Fig. 1: run 1, metal 2
(2 px per um) Cells faint in the background.
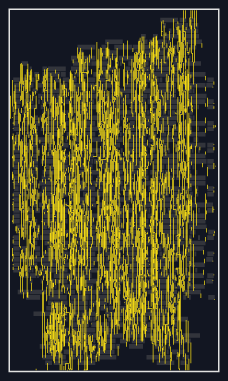
Fig. 2: run 1, layout detail
Region (32, 106) to (72, 146) um. Cells in gray, sequential cells in the stronger gray; small squares are vias.
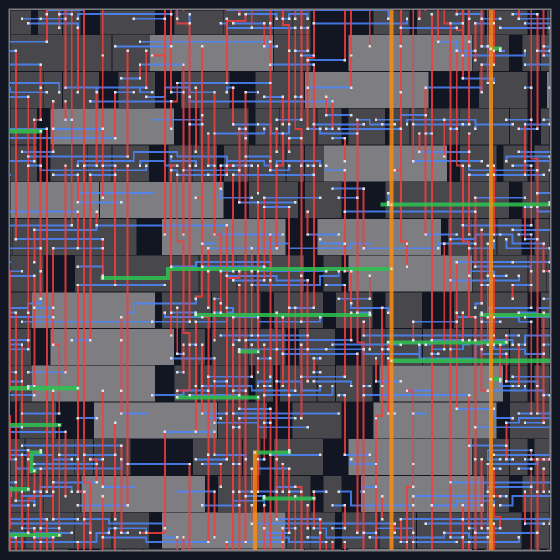
Fig. 3: run 1, routing congestion map
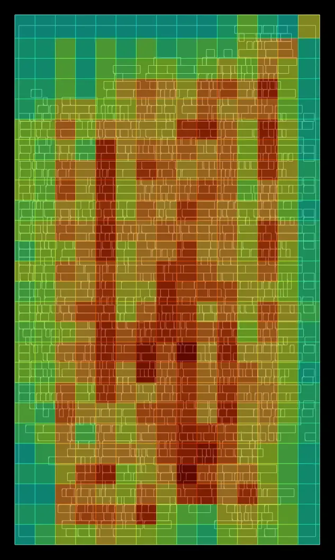
Fig. 4: run 1, selected gate families
(3 px per um)
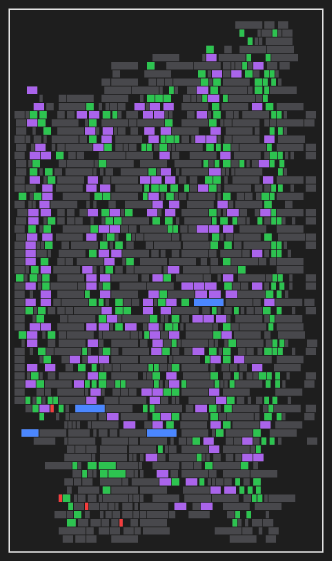
`src/rtl/log_shift_pkg.sv`:
```
// Shared types and the behavioural reference shift for the logarithmic barrel shifter.
package log_shift_pkg;

  localparam int LS_DATA_W  = 32;
  localparam int LS_SHAMT_W = $clog2(LS_DATA_W);

  typedef enum logic [1:0] {
    SLL = 2'd0,
    SRL = 2'd1,
    SRA = 2'd2,
    ROL = 2'd3
  } shift_op_t;

  typedef struct packed {
    logic [LS_DATA_W-1:0]  data;
    logic [LS_SHAMT_W-1:0] shamt;
    shift_op_t             op;
    logic                  sign;
  } stage_pay_t;

  function automatic logic [LS_DATA_W-1:0] shift_ref(
    input logic [LS_DATA_W-1:0]  data,
    input logic [LS_SHAMT_W-1:0] shamt,
    input shift_op_t             op
  );
    logic [2*LS_DATA_W-1:0] rot;
    rot = {data, data} << shamt;
    case (op)
      SLL:     return data << shamt;
      SRL:     return data >> shamt;
      SRA:     return LS_DATA_W'($signed(data) >>> shamt);
      ROL:     return rot[2*LS_DATA_W-1 -: LS_DATA_W];
      default: return data;
    endcase
  endfunction

endpackage

```
`src/rtl/log_shift_stage.sv`:
```
// One barrel-shifter stage: optional shift by 2**STAGE_IDX, then a holdable payload register.
module log_shift_stage
  import log_shift_pkg::*;
#(
  parameter int DATA_W    = 32,
  parameter int SHAMT_W   = $clog2(DATA_W),
  parameter int STAGE_IDX = 0
) (
  input  logic               clk,
  input  logic               rst_n,
  input  logic               i_en,
  input  logic               i_valid,
  input  logic [DATA_W-1:0]  i_data,
  input  logic [SHAMT_W-1:0] i_shamt,
  input  shift_op_t          i_op,
  input  logic               i_sign,
  output logic               o_valid,
  output logic [DATA_W-1:0]  o_data,
  output logic [SHAMT_W-1:0] o_shamt,
  output shift_op_t          o_op,
  output logic               o_sign
);

  localparam int DIST = 1 << STAGE_IDX;

  logic [DATA_W-1:0]  w_shifted;
  logic               r_valid;
  logic [DATA_W-1:0]  r_data;
  logic [SHAMT_W-1:0] r_shamt;
  shift_op_t          r_op;
  logic               r_sign;

  always_comb begin
    w_shifted = i_data;
    if (i_shamt[STAGE_IDX]) begin
      case (i_op)
        SLL:     w_shifted = i_data << DIST;
        SRL:     w_shifted = i_data >> DIST;
        // SRA fills from the operand's original MSB, not the current partial result.
        SRA:     w_shifted = {{DIST{i_sign}}, i_data[DATA_W-1:DIST]};
        ROL:     w_shifted = {i_data[DATA_W-1-DIST:0], i_data[DATA_W-1 -: DIST]};
        default: w_shifted = i_data;
      endcase
    end
  end

  always_ff @(posedge clk or negedge rst_n) begin
    if (!rst_n) begin
      r_valid <= 1'b0;
      r_data  <= '0;
      r_shamt <= '0;
      r_op    <= SLL;
      r_sign  <= 1'b0;
    end else if (i_en) begin
      r_valid <= i_valid;
      if (i_valid) begin
        r_data  <= w_shifted;
        r_shamt <= i_shamt;
        r_op    <= i_op;
        r_sign  <= i_sign;
      end
    end
  end

  assign o_valid = r_valid;
  assign o_data  = r_data;
  assign o_shamt = r_shamt;
  assign o_op    = r_op;
  assign o_sign  = r_sign;

endmodule

```
`src/rtl/log_shift_pipe.sv`:
```
// Pipelined logarithmic barrel shifter (SLL/SRL/SRA/ROL), one stage per shift-amount bit,
// with valid/ready flow control and an in-flight occupancy count.
module log_shift_pipe
  import log_shift_pkg::*;
#(
  parameter int DATA_W  = 32,
  parameter int SHAMT_W = $clog2(DATA_W)
) (
  input  logic                         clk,
  input  logic                         rst_n,
  input  logic                         in_valid,
  output logic                         in_ready,
  input  logic [DATA_W-1:0]            in_data,
  input  logic [SHAMT_W-1:0]           in_shamt,
  input  shift_op_t                    in_op,
  output logic                         out_valid,
  input  logic                         out_ready,
  output logic [DATA_W-1:0]            out_data,
  output logic [$clog2(SHAMT_W+1)-1:0] occupancy
);

  localparam int                OCC_W   = $clog2(SHAMT_W + 1);
  localparam logic [OCC_W-1:0] OCC_MAX = OCC_W'(SHAMT_W);

  // Index 0 is the pipe input; index k+1 is the register output of stage k.
  logic [DATA_W-1:0]  w_data  [SHAMT_W+1];
  logic [SHAMT_W-1:0] w_shamt [SHAMT_W+1];
  shift_op_t          w_op    [SHAMT_W+1];
  logic [SHAMT_W:0]   w_valid;
  logic [SHAMT_W:0]   w_sign;
  logic [SHAMT_W-1:0] w_en;
  logic               w_accept;
  logic               w_emit;
  logic               w_unused_tail;
  logic [OCC_W-1:0]   r_occ;

  assign w_data[0]  = in_data;
  assign w_shamt[0] = in_shamt;
  assign w_op[0]    = in_op;
  assign w_valid[0] = in_valid;
  assign w_sign[0]  = in_data[DATA_W-1];

  // Ready ripples back from the sink so bubbles anywhere in the pipe get filled.
  always_comb begin
    w_en            = '0;
    w_en[SHAMT_W-1] = !w_valid[SHAMT_W] || out_ready;
    for (int k = SHAMT_W - 2; k >= 0; k--) begin
      w_en[k] = !w_valid[k+1] || w_en[k+1];
    end
  end

  for (genvar k = 0; k < SHAMT_W; k++) begin : g_stage
    log_shift_stage #(
      .DATA_W    (DATA_W),
      .SHAMT_W   (SHAMT_W),
      .STAGE_IDX (k)
    ) u_stage (
      .clk     (clk),
      .rst_n   (rst_n),
      .i_en    (w_en[k]),
      .i_valid (w_valid[k]),
      .i_data  (w_data[k]),
      .i_shamt (w_shamt[k]),
      .i_op    (w_op[k]),
      .i_sign  (w_sign[k]),
      .o_valid (w_valid[k+1]),
      .o_data  (w_data[k+1]),
      .o_shamt (w_shamt[k+1]),
      .o_op    (w_op[k+1]),
      .o_sign  (w_sign[k+1])
    );
  end

  assign w_unused_tail = ^{w_shamt[SHAMT_W], w_op[SHAMT_W], w_sign[SHAMT_W]};

  assign in_ready  = w_en[0];
  assign out_valid = w_valid[SHAMT_W];
  assign out_data  = w_data[SHAMT_W];
  assign w_accept  = in_valid && in_ready;
  assign w_emit    = out_valid && out_ready;

  always_ff @(posedge clk or negedge rst_n) begin
    if (!rst_n) begin
      r_occ <= '0;
    end else if (w_accept && !w_emit && r_occ != OCC_MAX) begin
      r_occ <= r_occ + 1'b1;
    end else if (!w_accept && w_emit && r_occ != '0) begin
      r_occ <= r_occ - 1'b1;
    end
  end

  assign occupancy = r_occ;

  a_stall_stable : assert property (@(posedge clk) disable iff (!rst_n)
    (out_valid && !out_ready) |=> (out_valid && $stable(out_data)));

  a_occ_bound : assert property (@(posedge clk) disable iff (!rst_n)
    r_occ <= OCC_MAX);

endmodule

```
`config.mk`:
```
export PLATFORM = sky130hd
export DESIGN_NAME = log_shift_pipe
export DESIGN_NICKNAME = d
export VERILOG_FILES = /design/src/rtl/log_shift_pkg.sv /design/src/rtl/log_shift_stage.sv /design/src/rtl/log_shift_pipe.sv
export SDC_FILE = /design/constraint.sdc
export NUM_CORES = 1
export LEC_CHECK = 0
export CAP_MARGIN = 20
export CORE_ASPECT_RATIO = 1.75
export CORE_UTILIZATION = 59
export CTS_CLUSTER_DIAMETER = 80
export DETAILED_ROUTE_END_ITERATION = 10
export GPL_ROUTABILITY_DRIVEN = 0
export PLACE_DENSITY = 0.91
export REMOVE_ABC_BUFFERS = 1
export SYNTH_ARGS = -nofsm -noshare
export SYNTH_HDL_FRONTEND = slang
export SYNTH_SLANG_ARGS = --single-unit
```
`constraint.sdc`:
```
create_clock -name clk -period 2.48 [get_ports clk]
set_input_delay 0.372 -clock clk [delete_from_list [all_inputs] [get_ports clk]]
set_output_delay 0.372 -clock clk [all_outputs]
set_load 0.005 [all_outputs]
```
==> CHANGELOG.md, run 1 <==
## Implementation

* Crit path to: in_ready
* Placed cells at 1,354
* Critical Path Sink Type: output port
* Die area at 18,800 sq um
* Slowest cell on crit path: dfrtp_2
* Clock buffer count from CTS at 17
* Mux cell area share at 15.6%
* Vias post-DR at 8,372
* Post-synthesis sequential area ratio at 44.3%
* Async S/R FF share, synth at 100%
* Worst slew pin tran at 1.04 ns
* Most frequent cell after synthesis: dfrtp_1
* Drt via density at 6.04
* Clock power frac at 18.4%
* Final TNS setup at 0 ns
* CP max FO at 8
* Final slew viol count at 0
* Fmax at 429 MHz
* Largest net degree at the start of global routing at 73
* P&R area growth vs syn at 14.8%
* GRT overflow at 0
* Final Power at 13.7 mW
* Chip area in the Yosys report at 10,700 sq um
* Root buf cell: clkbuf_16
* R2R depth at 5
* Syn_area_per_cell at 9.72 sq um
* Int Pwr at 8.48 mW
* Top comb family, area: AND-OR/OR-AND gates
* CTS Buffer Depth at 2
* TritonCTS clock tree: yes
* Pwr per Cell Area at 1110 nW/um^2
* Remaining antenna violation count at 0
* Pre-Place Util at 60.9%
* Hold Buf Count CTS at 1
* Clock-pin slew on the worst setup and hold paths at 0.07 ns
* CP Launch Type: flip-flop
* Unique masters post-synth at 45
* Status: finished, final reports clean
* Main synth FF type: dfrtp_1
* # rows at 64
* Fa+ha+maj area frac at 0.187%
* Endpoints failing hold at 0
* CTS Sinks at 190
* Finished Layout Cells at 1,387
* HPWL after detailed placement at 15,800 um
* Worst slack, placed at -0.0714 ns
* H-Tree Depth at 4
* Drt initial violations at 308
* XORs/XNORs by Area at 0.851%
* Wire length of the first global-routing pass at 38,300 um
* Drt pass-1 iters at 5
* R2R Path Start: g_stage[0].u_stage.o_op[0]$_DFFE_PN0P_
* Number of logged tool warnings at 25
* Slew HR at 30.9%
* Sequential fraction of design power at 39.9%
* Number of max-cap violations at 0
* DP Area at 11,800 sq um
* Design Area, Final at 12,300 sq um
* Flip-flops with a built-in enable at 0
* Max reg flops at 160
* Die Y at 180 um
* Post-synthesis cell count from yosys at 1,104
* Placeable core area at 17,600 sq um
* Unrepaired setup endpoints after global routing: false
* Comb power frac at 41.7%
* Clk_lat worst skew at 0.44 ns
* Compound-gate portion of the synthesized area at 24.2%
* Worst hold path class: in2async
* R2r endpoint: g_stage[1].u_stage.o_data[4]$_DFFE_PN0P_
* Critical path class: reg2out
* Final setup viols at 0
* CP required at 2.11 ns
* FILL cells at 1,248
* Initial antenna violation count at 0
* Final hold slack at 0.467 ns
* Routed length per instance at 16.0 um
* Vias in the first global route at 8,256
* VDD IR max at 577 uV
* Remaining routing DRC violations at 0
* PnR worst setup slack at 0.150 ns
* Io pins at 80
* Delay of the slowest critical-path stage at 0.47 ns
* Basic Gates by Area at 10.3%
* Worst reg2reg setup slack at 0.24 ns
* Post-CTS setup buffers at 0
* Fin nets at 1,187
* Clk_skew at 0.00970 ns
-- Fig. 1 (at the start) --
wire length on this layer: 12,500 um
nets with wire on the layer: 989
share of all routed wire: 56%
main direction: vertical

-- Fig. 2 (at the start) --
| color | layer |
|---|---|
| green | metal 3 |
| blue | metal 1 |
| orange | metal 4 |
| red | metal 2 |
netlist names of flops here include: g_stage.u_stage.o_data (20)
most frequent: mux2i_1 (27), dfrtp_1 (20), nor2_1 (19)
cells with their middle in the window: 137
sequential cells in the window: 20

-- Fig. 3 (at the start) --
Core Util, Final: 70.0%
GRT busiest layer: met2
GR met3 Demand/Resource: 3.83%

-- Fig. 4 (at the start) --
| color | family | cells | most used |
|---|---|---|---|
| purple | mux cells | 164 | mux2i_1 |
| red | inv cells | 4 | inv_1 |
| blue | xor and xnor cells | 4 | xnor2_4 |
| green | aoi and oai cells | 272 | a211oi_1 |

==> run 1: power by group through the flow <==
stage | registers (mW) | clock network, mW | logic, mW
after global routing | 5.65 | 2.72 | 6.34
after CTS | 5.46 | 2.57 | 5.75
after detailed placement | 5.50 | 0 | 5.66
after floorplan | 5.63 | 0 | 3.48
after global placement | 5.40 | 0 | 5.42
final | 5.48 | 2.53 | 5.73
==> run 1: layout by cell type (no fill, tap or decap), types with 2 or more instances in the layout <==
cell,Yosys,layout
clkbuf_16,0,17
mux2i_1,141,141
buf_12,0,7
nand2b_1,5,5
inv_1,4,4
nand2_1,82,79
dfrtp_1,190,189
inv_8,0,2
a21o_1,106,106
nor2b_1,17,17
o211ai_1,31,31
clkinvlp_4,0,5
mux2_2,17,17
clkinv_2,0,2
nor2_1,108,108
buf_4,7,37
nand2_2,0,3
o21ai_4,1,2
o21ai_0,86,86
a21oi_1,33,33
mux2_1,6,6
o21a_1,2,2
a211oi_1,106,106
nand3b_1,2,2
o31ai_1,2,2
nor3_1,2,2
nand3_1,31,31
xnor2_4,3,3
inv_6,0,4
clkdlybuf4s50_1,0,77
a22oi_1,8,8
==> run 1: per-layer routing <==
layer,up-vias,track usage (%),wire [um]
met5,-,0,0
met4,0,11.0,603
met3,45,3.83,557
met2,175,47.7,12500
met1,4033,26.2,8550
li1,4119,-,-
==> run 1: critical path: cells and delay by family (launching register included) <==
family	cells	cell delay [ns]
AND/OR/NAND/NOR	2	0.43
flip-flops	1	0.47
buffers and inverters	2	0.64
==> run 1: layout make-up <==
type	instances	area (sq um)	share of cell area (%)
flip-flops and latches	190	4760	38.6
repair buffers	124	1210	9.86
multi-input cells	806	5500	44.6
inverters	4	15.0	0.122
clock buffers	19	443	3.59
clock inverters	13	105	0.853
well taps	231	289	2.35
--- run 2 (diff from run 1) ---
Settings changed: GPL_ROUTABILITY_DRIVEN 0 to unset.
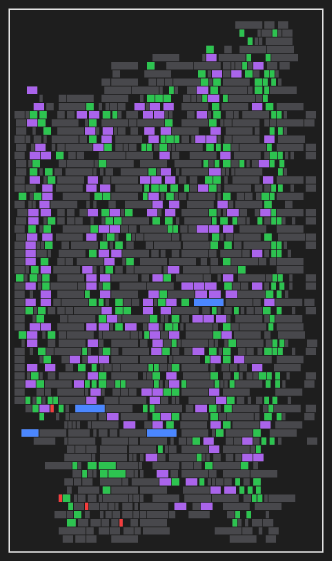
Fig. 5. Selected gate families (run 2).
(3 px per um)
| color | family | cells | most used |
|---|---|---|---|
| blue | xor and xnor cells | 4 | xnor2_4 |
| purple | mux cells | 164 | mux2i_1 |
| red | inv cells | 4 | inv_1 |
| green | aoi and oai cells | 272 | a211oi_1 |

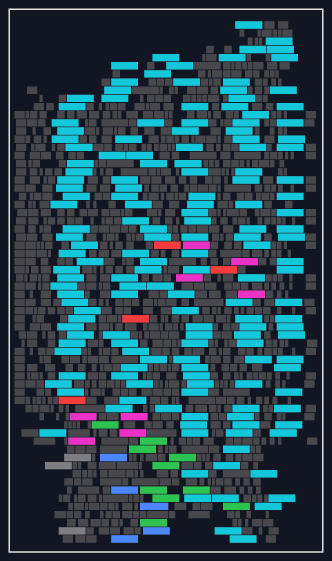
Fig. 6. Sequential cells grouped by signal name (run 2).
(3 px per um)
| color | name in the netlist | placed flops |
|---|---|---|
| blue | g_stage.u_stage.o_valid | 5 |
| green | g_stage.u_stage.o_shamt | 10 |
| red | g_stage.u_stage.o_sign | 4 |
| magenta | g_stage.u_stage.o_op | 8 |
| cyan | g_stage.u_stage.o_data | 160 |

==> run 2 against run 1 <==
Net effect: largest power group unchanged; synthesized area unchanged; first-iteration DRC count unchanged; worst setup slack is the same; utilization did not move; count of clock-buffer cells in the layout stayed put; sequential power hardly changed.
==> CHANGELOG.md, run 2 <==
## Implementation

* Routed length per instance at 16.0 um (unchanged)
* Syn_area_per_cell at 9.72 sq um (unchanged)
* Chip area in the Yosys report at 10,700 sq um (unchanged)
* GRT overflow at 0 (unchanged)
* Synthesized area at 10,700 sq um
* Final slew viol count at 0 (unchanged)
* Post-synthesis sequential area ratio at 44.3% (unchanged)
* Pwr per Cell Area at 1110 nW/um^2 (unchanged)
* Vias post-DR at 8,372 (unchanged)
* CTS Buffer Depth at 2 (unchanged)
* CP max FO at 8 (unchanged)
* Largest delay contributor family on the critical path: buffers and inverters
* Clock-pin slew on the worst setup and hold paths at 0.07 ns (about the same)
* Slowest cell on crit path: dfrtp_2
* Fin nets at 1,187 (unchanged)
* R2r endpoint: g_stage[1].u_stage.o_data[4]$_DFFE_PN0P_
* Wire length of the first global-routing pass at 38,300 um (unchanged)
* P&R area growth vs syn at 14.8% (unchanged)
* Number of logged tool warnings at 25 (unchanged)
* Top cell excl fill/tap: dfrtp_1
* Crit path to: in_ready
* Critical Path Sink Type: output port
* Largest net degree at the start of global routing at 73 (unchanged)
* Unrepaired setup endpoints after global routing: false
* Post-synth regs at 190
* Worst hold path class: in2async
* Main synth FF type: dfrtp_1
* CTS Sinks at 190 (unchanged)
* Unique masters post-synth at 45 (unchanged)
* Critical path class: reg2out
* CP Launch Type: flip-flop
* Most frequent cell after synthesis: dfrtp_1
* R2R depth at 5 (unchanged)
* Vias in the first global route at 8,256 (unchanged)
* Clock buffer count from CTS at 17 (unchanged)
* Flip-flops with a built-in enable at 0 (unchanged)
* Drt initial violations at 308 (unchanged)
* Comb power frac at 41.7% (about the same)
* Top Layout Cells: dfrtp_1 (189), mux2i_1 (141), nor2_1 (108)
* Drt via density at 6.04 (unchanged)
* Biggest consumer: combinational cells
* TritonCTS clock tree: yes
* Status: finished, final reports clean
* Power Sequential at 5.48 mW (about the same)
* Die Y at 180 um (unchanged)
* H-Tree Depth at 4 (unchanged)
* Clock power frac at 18.4% (about the same)
* Delay of the slowest critical-path stage at 0.47 ns (about the same)
* Combinational power at 5.73 mW (about the same)
* Initial antenna violation count at 0 (unchanged)
* Crit path depth at 4 (unchanged)
* Pre-Place Util at 60.9% (unchanged)
* Placed cells at 1,354 (unchanged)
* Int Pwr at 8.48 mW (unchanged)
* Clk_lat worst skew at 0.44 ns (about the same)
* Sequential fraction of design power at 39.9% (about the same)
* R2R Path Start: g_stage[0].u_stage.o_op[0]$_DFFE_PN0P_
* PnR worst setup slack at 0.150 ns (unchanged)
* Fmax at 429 MHz (unchanged)
* Post-synthesis cell count from yosys at 1,104 (unchanged)
* Finished Layout Cells at 1,387 (unchanged)
* CP required at 2.11 ns (about the same)
* Clk_skew at 0.00970 ns (unchanged)
* Final Power at 13.7 mW (unchanged)
* Post-CTS setup buffers at 0 (unchanged)
* Io pins at 80 (unchanged)
* Max reg flops at 160 (unchanged)
* Endpoints failing hold at 0 (unchanged)
* HPWL after detailed placement at 15,800 um (unchanged)
* Remaining antenna violation count at 0 (unchanged)
* Design Area, Final at 12,300 sq um (unchanged)
* DP Area at 11,800 sq um (unchanged)
* Synth warn at 0
* Slew HR at 30.9% (unchanged)
* Worst reg2reg setup slack at 0.24 ns (about the same)
* Root buf cell: clkbuf_16
* Final setup viols at 0 (unchanged)
* # rows at 64 (unchanged)
* Number of max-cap violations at 0 (unchanged)
* Worst slack, placed at -0.0714 ns (unchanged)
* Async S/R FF share, synth at 100% (unchanged)
* VDD IR max at 577 uV (unchanged)
* Placeable core area at 17,600 sq um (unchanged)
* Die area at 18,800 sq um (unchanged)
* Drt pass-1 iters at 5 (unchanged)
* Power Clock at 2.53 mW (about the same)
* I/O Buffers at 79
* Worst slew pin tran at 1.04 ns (unchanged)
* Remaining routing DRC violations at 0 (unchanged)
* CP Buf/Inv Count at 2 (unchanged)
==> run 2: cell counts after synthesis <==
No cell type changed its count.
==> run 2: metal layers <==
| metal | wire length [um] | track usage (%) |
|---|---|---|
| met1 | 8550 | 26.2 |
| met2 | 12500 | 47.7 |
| met3 | 557 | 3.83 |
| met4 | 603 | 11.0 |
| met5 | 0 | 0 |
==> run 2: final cells by class <==
cell class | count | area (sq um)
flip-flops and latches | 190 | 4760
well taps | 231 | 289
clock buffers | 19 | 443
fillers | 1248 | 5290
clock inverters | 13 | 105
multi-input cells | 806 | 5500
inverters | 4 | 15.0
repair buffers | 124 | 1210
==> run 2: cells by family after synthesis <==
kind of cell | after synthesis | share of synthesized area, %
compound gates | 383 | 24.2
fa+ha+maj | 1 | 0.187
flops | 190 | 44.3
simple gates | 254 | 10.3
mux | 164 | 15.6
xor+xnor | 4 | 0.851
buf+inv | 108 | 4.67
==> run 2: what timing repair did <==
action                                  in CTS  in global routing
endpoints found under the hold margin       47                  0
endpoints found under the setup margin       0                  1
hold buffers                                 1                  0
resized                                      0                  1
==> run 2: worst reg2reg max path, delay by kind of cell (launching register included) <==
kind / cells / cell delay, ns
compound gates: 2 / 0.31
flops: 1 / 0.45
buf+inv: 1 / 0.30
xor+xnor: 1 / 0.84
mux: 1 / 0.23
==> run 2: through the flow <==
step / util (%) / setup TNS (ns) / hold WS (ns)
after floorplan: - / -26.99 / 0.0764
after global placement: 66.8 / 0 / 0.350
after detailed placement: 66.8 / -0.0714 / 0.354
after CTS: 69.9 / 0 / 0.464
after global routing: 70.0 / 0 / 0.493
final: 70.0 / 0 / 0.467
Power figures rest on the tool's default switching activity, not on a simulated workload.
